## src/rtl/demux_pkg.sv

```systemverilog
// rtl/demux_pkg.sv - shared constants and helpers for the 1-to-N stream demux
package demux_pkg;

    localparam logic MODE_UNICAST = 1'b0;
    localparam logic MODE_BCAST   = 1'b1;

    function automatic int sel_width(input int n);
        return (n <= 2) ? 1 : $clog2(n);
    endfunction

    // Increment v, holding at the all-ones value of a w-bit counter.
    function automatic logic [31:0] sat_inc(input logic [31:0] v, input int w);
        logic [31:0] max_v;
        max_v = (w >= 32) ? 32'hFFFF_FFFF : ((32'd1 << w) - 32'd1);
        return (v >= max_v) ? max_v : v + 32'd1;
    endfunction

endpackage

```

## src/rtl/demux_slot.sv

```systemverilog
// rtl/demux_slot.sv - one-entry output register with zero-on-empty data
module demux_slot #(
    parameter int WIDTH = 16
) (
    input  logic             clk_i,
    input  logic             rst_i,
    input  logic             load_i,
    input  logic [WIDTH-1:0] load_data_i,
    input  logic             ready_i,
    output logic             valid_o,
    output logic [WIDTH-1:0] data_o,
    output logic             free_o
);

    logic             valid_q, valid_d;
    logic [WIDTH-1:0] data_q, data_d;

    // A load wins over a drain in the same cycle, keeping one word per cycle.
    always_comb begin
        valid_d = valid_q;
        data_d  = data_q;
        if (load_i) begin
            valid_d = 1'b1;
            data_d  = load_data_i;
        end else if (valid_q && ready_i) begin
            valid_d = 1'b0;
            data_d  = '0;
        end
    end

    always_ff @(posedge clk_i) begin
        if (rst_i) begin
            valid_q <= 1'b0;
            data_q  <= '0;
        end else begin
            valid_q <= valid_d;
            data_q  <= data_d;
        end
    end

    assign valid_o = valid_q;
    assign data_o  = data_q;
    assign free_o  = !valid_q || ready_i;

endmodule

```

## src/rtl/demux_1ton_stream.sv

```systemverilog
// rtl/demux_1ton_stream.sv - registered 1-to-N valid/ready demux with broadcast and drop counter
module demux_1ton_stream
    import demux_pkg::*;
#(
    parameter int WIDTH = 16,
    parameter int N     = 4,
    parameter int SEL_W = sel_width(N),
    parameter int CNT_W = 8
) (
    input  logic               clk,
    input  logic               rst,
    input  logic               in_valid,
    output logic               in_ready,
    input  logic [WIDTH-1:0]   in_data,
    input  logic [SEL_W-1:0]   in_sel,
    input  logic               in_bcast,
    output logic [N-1:0]       out_valid,
    input  logic [N-1:0]       out_ready,
    output logic [N*WIDTH-1:0] out_data,
    output logic [CNT_W-1:0]   drop_cnt
);

    logic [N-1:0]     free;
    logic [N-1:0]     load;
    logic             in_range;
    logic             sel_free;
    logic             accept;
    logic [CNT_W-1:0] drop_cnt_q, drop_cnt_d;

    always_comb begin
        in_range = (32'(in_sel) < 32'(N));
        sel_free = 1'b0;
        for (int k = 0; k < N; k++) begin
            if (32'(in_sel) == 32'(k)) begin
                sel_free = free[k];
            end
        end
        // Out-of-range unicast is always taken so it can be counted and discarded.
        if (in_bcast == MODE_BCAST) begin
            in_ready = &free;
        end else if (in_range) begin
            in_ready = sel_free;
        end else begin
            in_ready = 1'b1;
        end
        if (rst) begin
            in_ready = 1'b0;
        end
        accept = in_valid && in_ready;
    end

    always_comb begin
        load = '0;
        for (int k = 0; k < N; k++) begin
            load[k] = accept && ((in_bcast == MODE_BCAST) || (32'(in_sel) == 32'(k)));
        end
    end

    always_comb begin
        drop_cnt_d = drop_cnt_q;
        if (accept && (in_bcast == MODE_UNICAST) && !in_range) begin
            drop_cnt_d = CNT_W'(sat_inc(32'(drop_cnt_q), CNT_W));
        end
    end

    always_ff @(posedge clk) begin
        if (rst) begin
            drop_cnt_q <= '0;
        end else begin
            drop_cnt_q <= drop_cnt_d;
        end
    end

    assign drop_cnt = drop_cnt_q;

    for (genvar k = 0; k < N; k++) begin : g_slot
        demux_slot #(
            .WIDTH(WIDTH)
        ) u_slot (
            .clk_i      (clk),
            .rst_i      (rst),
            .load_i     (load[k]),
            .load_data_i(in_data),
            .ready_i    (out_ready[k]),
            .valid_o    (out_valid[k]),
            .data_o     (out_data[k*WIDTH +: WIDTH]),
            .free_o     (free[k])
        );
    end

endmodule

```

## config.mk

```make
export PLATFORM = sky130hd
export DESIGN_NAME = demux_1ton_stream
export DESIGN_NICKNAME = d
export VERILOG_FILES = /design/src/rtl/demux_pkg.sv /design/src/rtl/demux_slot.sv /design/src/rtl/demux_1ton_stream.sv
export SDC_FILE = /design/constraint.sdc
export NUM_CORES = 1
export LEC_CHECK = 0
export ABC_CLOCK_PERIOD_IN_PS = 1800
export CORE_ASPECT_RATIO = 0.9
export CORE_MARGIN = 3
export CORE_UTILIZATION = 46
export CTS_CLUSTER_DIAMETER = 40
export DETAILED_ROUTE_END_ITERATION = 16
export PLACE_DENSITY = 0.9
export SYNTH_ARGS = -nofsm -noshare
export SYNTH_HDL_FRONTEND = slang
export SYNTH_HIERARCHICAL = 1
export SYNTH_SLANG_ARGS = --single-unit
```

## constraint.sdc

```tcl
create_clock -name clk -period 1.8 [get_ports clk]
set_input_delay 0.36 -clock clk [delete_from_list [all_inputs] [get_ports clk]]
set_output_delay 0.36 -clock clk [all_outputs]
set_load 0.01 [all_outputs]
```

Run 1, wiring by layer:
Bar = 20 um.
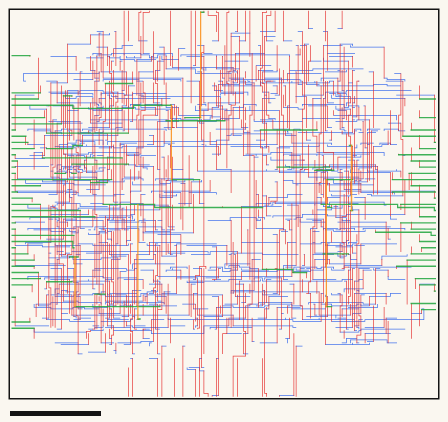
green -> metal 3  # wire length 615 um
blue -> metal 1  # wire length 3590 um
orange -> metal 4  # wire length 118 um
red -> metal 2  # wire length 4310 um
drt total wl: 8630 um
total via count after detailed routing: 2838

Run 1, placed standard cells:
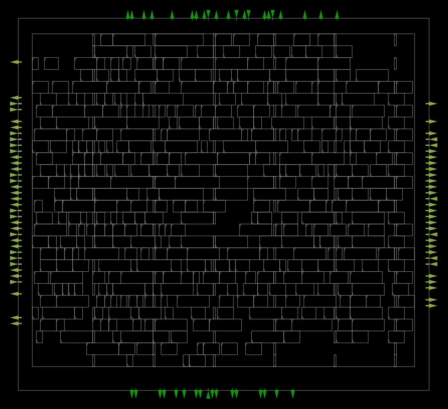
Core Footprint: 6660 um^2
Taps Inserted: 90
fraction of the core area covered by cells at the end of the flow: 71.7%
placement row count: 28

==> impl_metrics.toml, run 1 <==
# yosys + openroad results
[setup_path]
setup.worst_path.class = "in2reg"
required_ns = 2.06
worst-path-max-fanout = 17

[detailed_routing]
first_iter_violations = 133
detail-route-antenna-nets = 0
drcViolationCount = 0

[run_status]
status = "complete, but fails checks"
violations = "negative setup slack"

[clock_tree]
cts_max_path_buffers = 2
tritoncts_clock_tree = "built"
path_clk_slew_ns = 0.07

[global_route]
grt_pass1_wl_um = 14100
first_global_vias = 2907
global_route_met1_utilization_pct = 27.0

[yosys]
ys_cells = 327
ys_sh_aoi_pct = 18.3
synth.cellmix.xorXnorShare_pct = 0
post-synth-top-area-fraction_pct = 42.5
synthesis.yosys.warnings = 6

[power_and_ir_drop]
largest_power_group = "sequential cells"
share_comb_of_total_power_pct = 19.0
powerComb_uw = 658
register_share_of_total_power_pct = 46.6
pwr-share-clk_pct = 34.4

[sta]
pins_over_their_slew_limit = 0
setup_slack_ns = -0.0149
finalClockPeriodUsage_pct = 101
rsz_0062_raised_after_global_routing = "yes"
post-route-min-period_ns = 1.81
setup_violations = 6

[cells_and_area]
lay_top_count = "sky130_fd_sc_hd__clkdlybuf4s50_1"

[die]
area_enclosed_by_the_die_boundary_um2 = 8000

[placed_design]
placed_cells = 516

[run]
tool_warnings = 27
Run 1, signal wires on met3:
Bar = 20 um.
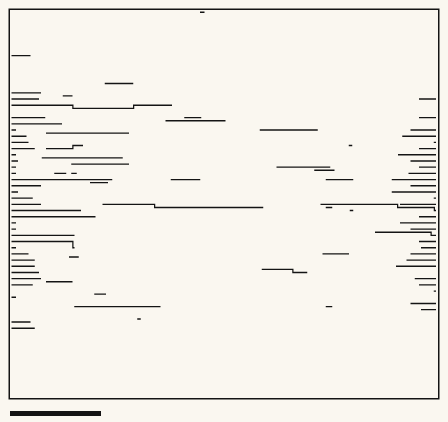
main direction = horizontal
wire length on this layer = 615 um
nets with wire on the layer = 83
longest straight run = 23.7 um
met3 track demand over resource: 5.67%

## run 1: final cells by class
class                           instances  share of cell area (%)
Clock buffer                           10                    2.68
Clock inverter                          6                    1.15
Inverter                                6                    1.31
Multi-Input combinational cell        228                    34.2
Sequential cell                        68                    28.6
Tap cell                               90                    2.36
Timing Repair Buffer                  137                    29.7
## run 1: per-layer routing
metal	vias up	part of all wire (%)
li1	1347	-
met5	-	0
met1	1362	42
met4	0	1.4
met2	116	50
met3	13	7.1
## run 1: state kept, by name, summed over array words and instances (netlist names)
name                   cells
g_slot.u_slot/data_o      64
g_slot.u_slot/valid_o      4
## run 1: worst paths after layout
kind	start	to	slack [ns]	cells after the start
setup / recovery	out_ready[0]	g_slot[1].u_slot/data_o[12]$_SDFFE_PP0P_	-0.01	11
hold / removal	g_slot[2].u_slot/data_o[14]$_SDFFE_PP0P_	g_slot[2].u_slot/data_o[14]$_SDFFE_PP0P_	0.46	2
setup reg to reg	g_slot[0].u_slot/valid_o$_SDFFE_PP0P_	g_slot[1].u_slot/data_o[12]$_SDFFE_PP0P_	-0.01	10
hold reg to reg	g_slot[2].u_slot/data_o[14]$_SDFFE_PP0P_	g_slot[2].u_slot/data_o[14]$_SDFFE_PP0P_	0.46	2
## run 1: Yosys cell counts, drive strengths merged
cell type / number
nor3: 1
nor4: 2
a21oi: 70
o2bb2ai: 1
conb: 1
or3: 1
nor2: 2
buf: 32
nand3: 64
nand2: 69
o2111ai: 1
nand2b: 6
a2111oi: 2
inv: 6
o211ai: 1
dfxtp: 68
## run 1: timing repair
action                                  in CTS  in global routing
endpoints found under the setup margin      69                 67
pin swaps                                    3                 20
setup buffers                                6                  5
gates cloned                                 1                  1
hold endpoints to repair                     0                  0
gates resized                               18                 33
hold buffers                                 0                  0
==> run 1 -> run 2 <==
- CTS_CLUSTER_DIAMETER: 40 -> 200
- SKIP_CTS_REPAIR_TIMING: unset -> 1
Run 2, placed standard cells:
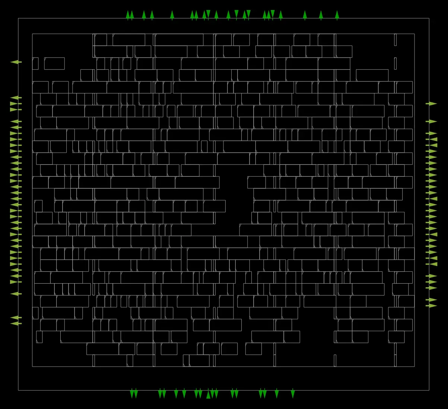
non-filler cells, final: 538
fraction of standard cell area that is sequential: 29.3%
Fill cells: 497

Run 2, cell sizes after repair:
Bar = 20 um.
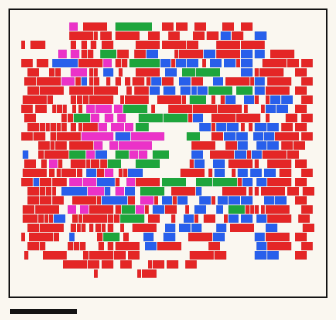
red -> _0 and _1 cells  # cells 288, most used clkdlybuf4s50_1
green -> _6 and larger  # cells 27, most used buf_12
blue -> _2 cells  # cells 99, most used a21oi_2
magenta -> _3 and _4 cells  # cells 34, most used buf_4

==> run 2 against run 1 <==
  * The flow now finishes without violations
  * Via count is 1.7% lower
  * Setup slack better by 0.052 ns
  * Fmax up 3.0%
  * Clock power about the same
  * Global-route usage decreased by 0.61 points
  * Cell area down 2.3%
  * Sequential power barely moved
  * Sequential share of layout area up 0.67 points
  * Cell count shrank 1.3%
  * Combinational power decreased by 4.6%
  * Die size unchanged
  * Non-clock buffer count is 7 lower
  * Highest routed layer unchanged
==> impl_metrics.toml, run 2 <==
# yosys + openroad results
[run_status]
status = "completed"

[sta]
setup_violations = 0
finalClockPeriodUsage_pct = 97.9
pins_over_their_slew_limit = 0
post-route-min-period_ns = 1.76
setup_slack_ns = 0.0374
rsz_0062_raised_after_global_routing = "yes"

[die]
core.rowCount = 28
chipHeight_um = 85.2
area_enclosed_by_the_die_boundary_um2 = 8000
core_um2 = 6660

[setup_path]
critical_path.startpoint_type = "flop"
required_ns = 2.06
setup.worst_path.class = "reg2reg"
reg2reg_slack_ns = 0.04
worst-path-max-fanout = 17

[cells_and_area]
fraction_of_the_core_area_covered_by_cells_at_the_end_of_the_flow_pct = 70.0
lay_top_count = "sky130_fd_sc_hd__clkdlybuf4s50_1"
number_of_flip_flops_in_the_largest_register = 64

[detailed_routing]
detail-route-antenna-nets = 0
detailroute.via_count = 2790
first_iter_violations = 111
wl_um = 8410
drcViolationCount = 0

[yosys]
synthMostInstantiatedCell = "sky130_fd_sc_hd__dfxtp_1"
postSynth.topFlopCell = "sky130_fd_sc_hd__dfxtp_1"
ys_cells = 327
synthesis.yosys.warnings = 6
synthArstFlopShare_pct = 0
enable_flop_cells = 0
synth_flop_count = 68
post-synth-top-area-fraction_pct = 42.5

[power_and_ir_drop]
pwr-share-clk_pct = 34.9
share_comb_of_total_power_pct = 18.2

[global_route]
grt_use_met3_pct = 5.59
grt.total_usage_pct = 21.7
grt_pass1_wl_um = 13800
global_route_met1_utilization_pct = 26.8

[clock_tree]
path_clk_slew_ns = 0.07
tritoncts_clock_tree = "built"

[placed_design]
placed_cells = 516
buffer_ports.inserted = 94

[run]
tool_warnings = 27
run 2: cell counts after synthesis:
Identical to the previous run, type by type.
run 2: cell type report:
type                            count  area [um^2]  share of cell area (%)
Tap cell                           90          113                    2.42
Sequential cell                    68         1370                    29.3
Clock buffer                       10          128                    2.74
Clock inverter                      6         55.1                    1.18
Inverter                            6         52.6                    1.13
Multi-Input combinational cell    228         1580                    33.8
Timing Repair Buffer              130         1370                    29.4
run 2: layer usage:
metal | routed length (um) | share of wire (%)
met1 | 3500 | 42
met2 | 4200 | 50
met3 | 580 | 6.9
met4 | 126 | 1.5
met5 | 0 | 0
run 2: worst paths after layout:
check,end,depth (start not counted),from
worst max register to register,g_slot[0].u_slot/data_o[14]$_SDFFE_PP0P_,9,g_slot[0].u_slot/valid_o$_SDFFE_PP0P_
worst min register to register,g_slot[0].u_slot/data_o[13]$_SDFFE_PP0P_,2,g_slot[0].u_slot/data_o[13]$_SDFFE_PP0P_
worst min-delay path,g_slot[0].u_slot/valid_o$_SDFFE_PP0P_,3,out_ready[0]
worst max-delay path,g_slot[0].u_slot/data_o[14]$_SDFFE_PP0P_,9,g_slot[0].u_slot/valid_o$_SDFFE_PP0P_
run 2: cell families after synthesis:
family | Yosys count | share of synthesized area [%]
buffers and inverters | 38 | 11.5
and+or+nand+nor | 145 | 27.6
DFF | 68 | 42.5
other | 1 | 0.117
AOI/OAI and AO/OA | 75 | 18.3
run 2: power by group through the flow:
stage / Clock (uW) / Combinational [uW] / Sequential [uW]
2_1_floorplan: 0 / 292 / 1670
3_3_place_gp: 0 / 589 / 1640
3_5_place_dp: 0 / 601 / 1640
4_1_cts: 1220 / 604 / 1610
5_1_grt: 1290 / 674 / 1620
6_report: 1200 / 628 / 1610
Power and IR drop assume default switching activity.
